==> src/rtl/rrd_issue.sv <==
// Register-read / issue stage: resolves operands from the register file or the
// writeback bypass, tracks busy registers and registers up to num_lanes issued ops.
module rrd_issue #(
  parameter int s_index         = 5,
  parameter int s_width         = 32,
  parameter int num_lanes       = 2,
  parameter int num_write_ports = 2,
  parameter int s_tag           = 8
) (
  input  logic                       clk,
  input  logic                       rst_n,
  input  logic [num_lanes-1:0]       in_valid,
  input  logic [s_index-1:0]         in_src1      [num_lanes],
  input  logic [s_index-1:0]         in_src2      [num_lanes],
  input  logic [s_index-1:0]         in_dest      [num_lanes],
  input  logic [num_lanes-1:0]       in_has_dest,
  input  logic [s_tag-1:0]           in_tag       [num_lanes],
  output logic [num_lanes-1:0]       in_take,
  output logic [s_index-1:0]         rf_src       [2*num_lanes],
  input  logic [s_width-1:0]         rf_out       [2*num_lanes],
  input  logic [num_write_ports-1:0] wb_ld,
  input  logic [s_index-1:0]         wb_dest      [num_write_ports],
  input  logic [s_width-1:0]         wb_data      [num_write_ports],
  output logic [num_lanes-1:0]       out_valid,
  input  logic                       out_ready,
  output logic [s_width-1:0]         out_op1      [num_lanes],
  output logic [s_width-1:0]         out_op2      [num_lanes],
  output logic [s_index-1:0]         out_dest     [num_lanes],
  output logic [num_lanes-1:0]       out_has_dest,
  output logic [s_tag-1:0]           out_tag      [num_lanes]
);

  localparam int n_ports = 2 * num_lanes;
  localparam int n_regs  = 2 ** s_index;

  logic [n_regs-1:0]    busy_q, busy_d;
  logic [num_lanes-1:0] out_valid_q, out_valid_d;
  logic [num_lanes-1:0] out_has_dest_q, out_has_dest_d;
  logic [s_width-1:0]   out_op1_q  [num_lanes];
  logic [s_width-1:0]   out_op1_d  [num_lanes];
  logic [s_width-1:0]   out_op2_q  [num_lanes];
  logic [s_width-1:0]   out_op2_d  [num_lanes];
  logic [s_index-1:0]   out_dest_q [num_lanes];
  logic [s_index-1:0]   out_dest_d [num_lanes];
  logic [s_tag-1:0]     out_tag_q  [num_lanes];
  logic [s_tag-1:0]     out_tag_d  [num_lanes];

  logic [n_ports-1:0]   src_hit, src_rdy;
  logic [s_width-1:0]   src_byp  [n_ports];
  logic [s_width-1:0]   src_opnd [n_ports];
  logic [num_lanes-1:0] dst_hit, elig, take;
  logic                 can_load, prefix, conflict, dst_free, sb_clr, sb_set;

  always_comb begin
    for (int i = 0; i < num_lanes; i++) begin
      rf_src[2*i]   = in_src1[i];
      rf_src[2*i+1] = in_src2[i];
    end
    // Later write ports overwrite earlier ones, so the highest matching port supplies data.
    for (int k = 0; k < n_ports; k++) begin
      src_hit[k] = 1'b0;
      src_byp[k] = '0;
      for (int j = 0; j < num_write_ports; j++) begin
        src_byp[k] = (wb_ld[j] && wb_dest[j] == rf_src[k]) ? wb_data[j] : src_byp[k];
        src_hit[k] = src_hit[k] | (wb_ld[j] && wb_dest[j] == rf_src[k]);
      end
      src_hit[k]  = src_hit[k] & (rf_src[k] != '0);
      src_rdy[k]  = (rf_src[k] == '0) || !busy_q[rf_src[k]] || src_hit[k];
      src_opnd[k] = (rf_src[k] == '0) ? '0 : (src_hit[k] ? src_byp[k] : rf_out[k]);
    end
    for (int i = 0; i < num_lanes; i++) begin
      dst_hit[i] = 1'b0;
      for (int j = 0; j < num_write_ports; j++) begin
        dst_hit[i] = dst_hit[i] | (wb_ld[j] && wb_dest[j] == in_dest[i]);
      end
    end
  end

  always_comb begin
    can_load = ~(|out_valid_q) | out_ready;
    prefix   = can_load & rst_n;
    conflict = 1'b0;
    dst_free = 1'b0;
    for (int i = 0; i < num_lanes; i++) begin
      conflict = 1'b0;
      // An older lane's destination blocks a younger lane that reads or rewrites it.
      for (int j = 0; j < i; j++) begin
        conflict = conflict | (in_has_dest[j] && in_dest[j] != '0 &&
                               (in_src1[i] == in_dest[j] || in_src2[i] == in_dest[j] ||
                                (in_has_dest[i] && in_dest[i] == in_dest[j])));
      end
      dst_free = !in_has_dest[i] || in_dest[i] == '0 || !busy_q[in_dest[i]] || dst_hit[i];
      elig[i]  = in_valid[i] & src_rdy[2*i] & src_rdy[2*i+1] & dst_free & ~conflict;
      prefix   = prefix & elig[i];
      take[i]  = prefix;
    end
    in_take = take;
  end

  always_comb begin
    sb_clr = 1'b0;
    sb_set = 1'b0;
    for (int r = 0; r < n_regs; r++) begin
      sb_clr = 1'b0;
      sb_set = 1'b0;
      for (int j = 0; j < num_write_ports; j++) begin
        sb_clr = sb_clr | (wb_ld[j] && wb_dest[j] == s_index'(r));
      end
      for (int i = 0; i < num_lanes; i++) begin
        sb_set = sb_set | (take[i] && in_has_dest[i] && in_dest[i] == s_index'(r));
      end
      busy_d[r] = (r == 0) ? 1'b0 : (sb_set | (busy_q[r] & ~sb_clr));
    end
  end

  always_comb begin
    out_valid_d = can_load ? take : out_valid_q;
    for (int i = 0; i < num_lanes; i++) begin
      out_op1_d[i]      = take[i] ? src_opnd[2*i]   : out_op1_q[i];
      out_op2_d[i]      = take[i] ? src_opnd[2*i+1] : out_op2_q[i];
      out_dest_d[i]     = take[i] ? in_dest[i]      : out_dest_q[i];
      out_has_dest_d[i] = take[i] ? in_has_dest[i]  : out_has_dest_q[i];
      out_tag_d[i]      = take[i] ? in_tag[i]       : out_tag_q[i];
    end
  end

  always_ff @(posedge clk or negedge rst_n) begin
    if (!rst_n) begin
      busy_q         <= '0;
      out_valid_q    <= '0;
      out_has_dest_q <= '0;
      for (int i = 0; i < num_lanes; i++) begin
        out_op1_q[i]  <= '0;
        out_op2_q[i]  <= '0;
        out_dest_q[i] <= '0;
        out_tag_q[i]  <= '0;
      end
    end else begin
      busy_q         <= busy_d;
      out_valid_q    <= out_valid_d;
      out_has_dest_q <= out_has_dest_d;
      for (int i = 0; i < num_lanes; i++) begin
        out_op1_q[i]  <= out_op1_d[i];
        out_op2_q[i]  <= out_op2_d[i];
        out_dest_q[i] <= out_dest_d[i];
        out_tag_q[i]  <= out_tag_d[i];
      end
    end
  end

  assign out_valid    = out_valid_q;
  assign out_has_dest = out_has_dest_q;
  assign out_op1      = out_op1_q;
  assign out_op2      = out_op2_q;
  assign out_dest     = out_dest_q;
  assign out_tag      = out_tag_q;

endmodule

==> config.mk <==
export PLATFORM = sky130hd
export DESIGN_NAME = rrd_issue
export DESIGN_NICKNAME = d
export VERILOG_FILES = /design/src/rtl/rrd_issue.sv
export SDC_FILE = /design/constraint.sdc
export NUM_CORES = 1
export LEC_CHECK = 0
export CAP_MARGIN = 20
export CORE_UTILIZATION = 47
export CTS_BUF_LIST = sky130_fd_sc_hd__clkbuf_4 sky130_fd_sc_hd__clkbuf_8 sky130_fd_sc_hd__clkbuf_16
export DETAILED_ROUTE_END_ITERATION = 8
export PLACE_DENSITY = 0.83
export SYNTH_ARGS = -nofsm -noshare
export SYNTH_HDL_FRONTEND = slang
export SYNTH_SLANG_ARGS = --single-unit
==> constraint.sdc <==
create_clock -name clk -period 3.84 [get_ports clk]
set_input_delay 0.768 -clock clk [delete_from_list [all_inputs] [get_ports clk]]
set_output_delay 0.768 -clock clk [all_outputs]
set_load 0.01 [all_outputs]
run_1/clk_routes.png
Scale: 3 px per um.
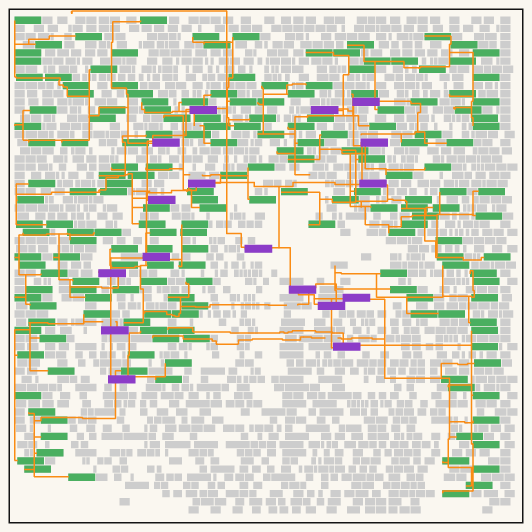
- green: flip-flops (count 189)
- orange: clock wires (length 2800 um)
- purple: clock drivers (count 17)
- routed clock nets: 18

run_1/placement_by_type.png
Scale: 2 px per um. Fill, decap, tap and diode cells in gray.
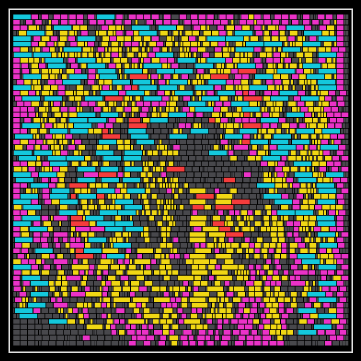
- yellow: combinational and other logic (cells 1039)
- cyan: flops (cells 189)
- magenta: other buffers and delay cells (cells 591)
- red: clock drivers and dummy loads (cells 32)
Final Util: 70.3%
core area: 27900 um2
flop share of the area: 24.2%
number of core rows: 61

==> flow_summary.yaml, run 1 <==
# physical design summary
power:
  p_seq_mw: 2.97
  p_per_area_nw_per_um2: 421
  p_int_mw: 5.38
clock_tree:
  htree_levels: 4
  cts_tree: "built"
  clk_pin_slew_ns: 0.09
  clock_path_buffers: 2
grt:
  met1_usage_pct: 49.2
  antenna_found_initial: 9
  grt_overflow: 0
  grt_max_degree: 129
  met3_usage_pct: 12.0
  first_global_vias: 13600
logic_synthesis:
  ff_type: "dfrtp_1"
  syn_area_um2: 13400
  edf_count: 0
  synth.largest_area_cell: "dfrtp_1"
  top_cell_area_share_pct: 35.4
  synthAoiAreaFrac_pct: 15.6
  ys_top_logic_family: "multiplexers"
drt:
  first_pass_iters: 6
  drc: 0
  totalWireLength_mm: 58.6
setup_path:
  worstPathArrival_ns: 2.99
  r2r_slack_ns: 0.40
  slowest_delay_ns: 0.50
  endpoint_kind: "output pin"
  r2r-start: "busy_q[27]$_DFF_PN0_"
cells_and_area:
  syn_to_final_growth_pct: 46.3
  comb_share_pct: 40.8
  final_nets: 2095
  final_design_area_no_fill_um2: 19600
sta:
  fin_ws_ns: 0.0867
  whs_ns: 0.427
  setup_viol: 0
  finalSetupTns_ns: 0
  drv_slew: 0
  period_needed_ns: 3.75
place:
  port_buffers: 436
floorplanning:
  die_x_um: 171
  chip_area_um2: 29100
run:
  drv_cap: 0
status:
  status: "finished clean"
run_1/clocks.png
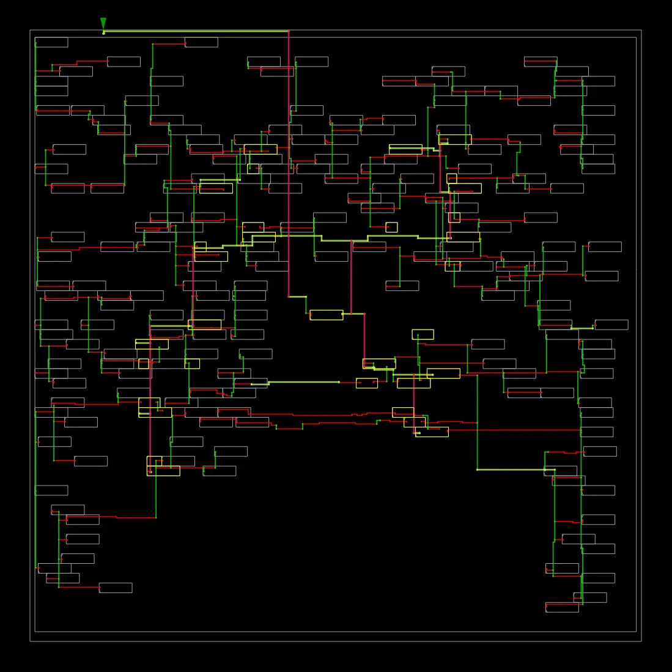
Clk. pwr: 1.87 mW
CTS Buf Count: 17
Clock Skew: 0.0225 ns
latest clock arrival within the worst-skew pair: 0.46 ns
CLK BUF: 18

run_1/io_fan.png
Scale: 2 px per um.
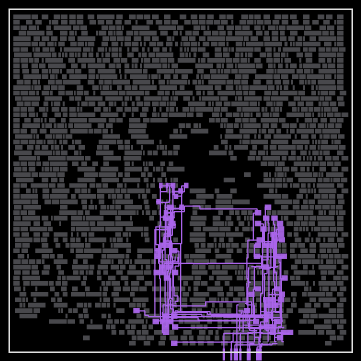

--- run 2 (diff from run 1) ---
--- a/config.mk
+++ b/config.mk
@@ -9,7 +9,7 @@
 export CORE_UTILIZATION = 47
 export CTS_BUF_LIST = sky130_fd_sc_hd__clkbuf_4 sky130_fd_sc_hd__clkbuf_8 sky130_fd_sc_hd__clkbuf_16
 export DETAILED_ROUTE_END_ITERATION = 8
-export PLACE_DENSITY = 0.83
+export PLACE_DENSITY = 0.87
 export SYNTH_ARGS = -nofsm -noshare
 export SYNTH_HDL_FRONTEND = slang
 export SYNTH_SLANG_ARGS = --single-unit
run_2/io_fan.png
Scale: 2 px per um.
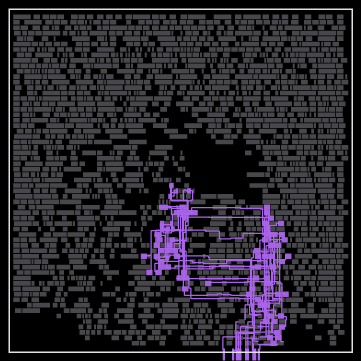
- purple: wb_dest (direction input; edge bottom; end cells 82; buffers 28; wire 1990 um)

run_2/placement_by_type.png
Scale: 2 px per um. Fill, decap, tap and diode cells in gray.
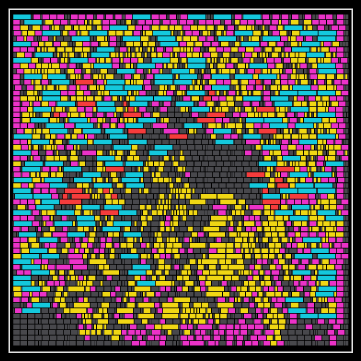
- cyan: flops (cells 189)
- red: clock drivers and dummy loads (cells 32)
- yellow: combinational and other logic (cells 1039)
- magenta: other buffers and delay cells (cells 575)

==> run 2 against run 1 <==
Net effect: wire length fell by 0.48%; first-iteration DRC count fell by 9.4%; total power fell by 0.90%.
==> flow_summary.yaml, run 2 <==
# physical design summary
status:
  status: "finished clean"
grt:
  met3_usage_pct: 12.6
  first_global_vias: 13700
  grt_max_degree: 167
run:
  drv_cap: 0
setup_path:
  r2r_slack_ns: 0.31
  r2r-start: "busy_q[5]$_DFF_PN0_"
  worstPathArrival_ns: 3.01
  slowest_delay_ns: 0.53
  endpoint_kind: "output pin"
place:
  port_buffers: 436
logic_synthesis:
  top_cell_area_share_pct: 35.4
  edf_count: 0
  ys_top_logic_family: "multiplexers"
  synth.largest_area_cell: "dfrtp_1"
  synthAoiAreaFrac_pct: 15.6
  ff_type: "dfrtp_1"
  syn_area_um2: 13400
cells_and_area:
  clkbuf_count: 19
  syn_to_final_growth_pct: 45.0
  comb_share_pct: 40.9
  seq-cell-share_pct: 24.4
drt:
  drc: 0
  first_pass_iters: 6
  totalWireLength_mm: 58.3
sta:
  finalSetupTns_ns: 0
  period_needed_ns: 3.77
  fin_ws_ns: 0.0651
  drv_slew: 0
clock_tree:
  htree_levels: 4
  cts_made_buffers: 17
floorplanning:
  coreArea_um2: 27900
  chip_area_um2: 29100
  rows: 61
power:
  p_int_mw: 5.42
  p_seq_mw: 2.99
run_2/clocks.png
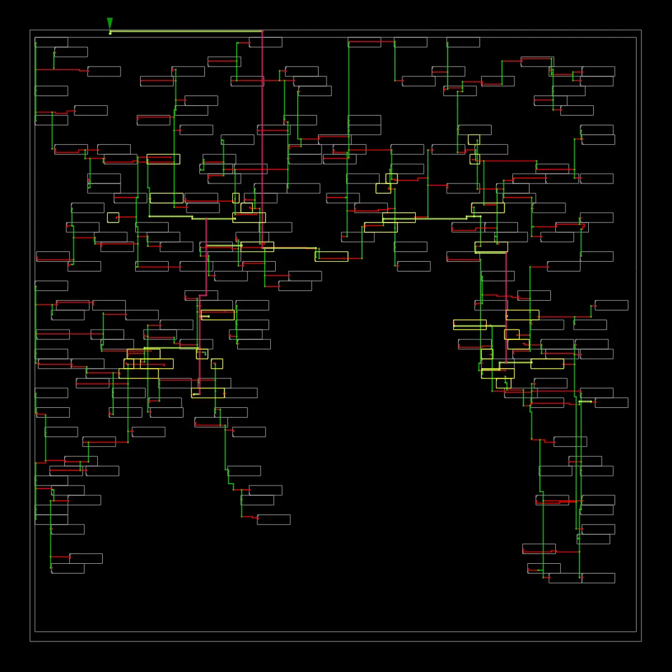
# clock sinks: 189
Clock Skew: 0.0199 ns
latest clock arrival within the worst-skew pair: 0.44 ns
Clk. pwr: 1.82 mW

Power figures rest on the tool's default switching activity, not on a simulated workload.
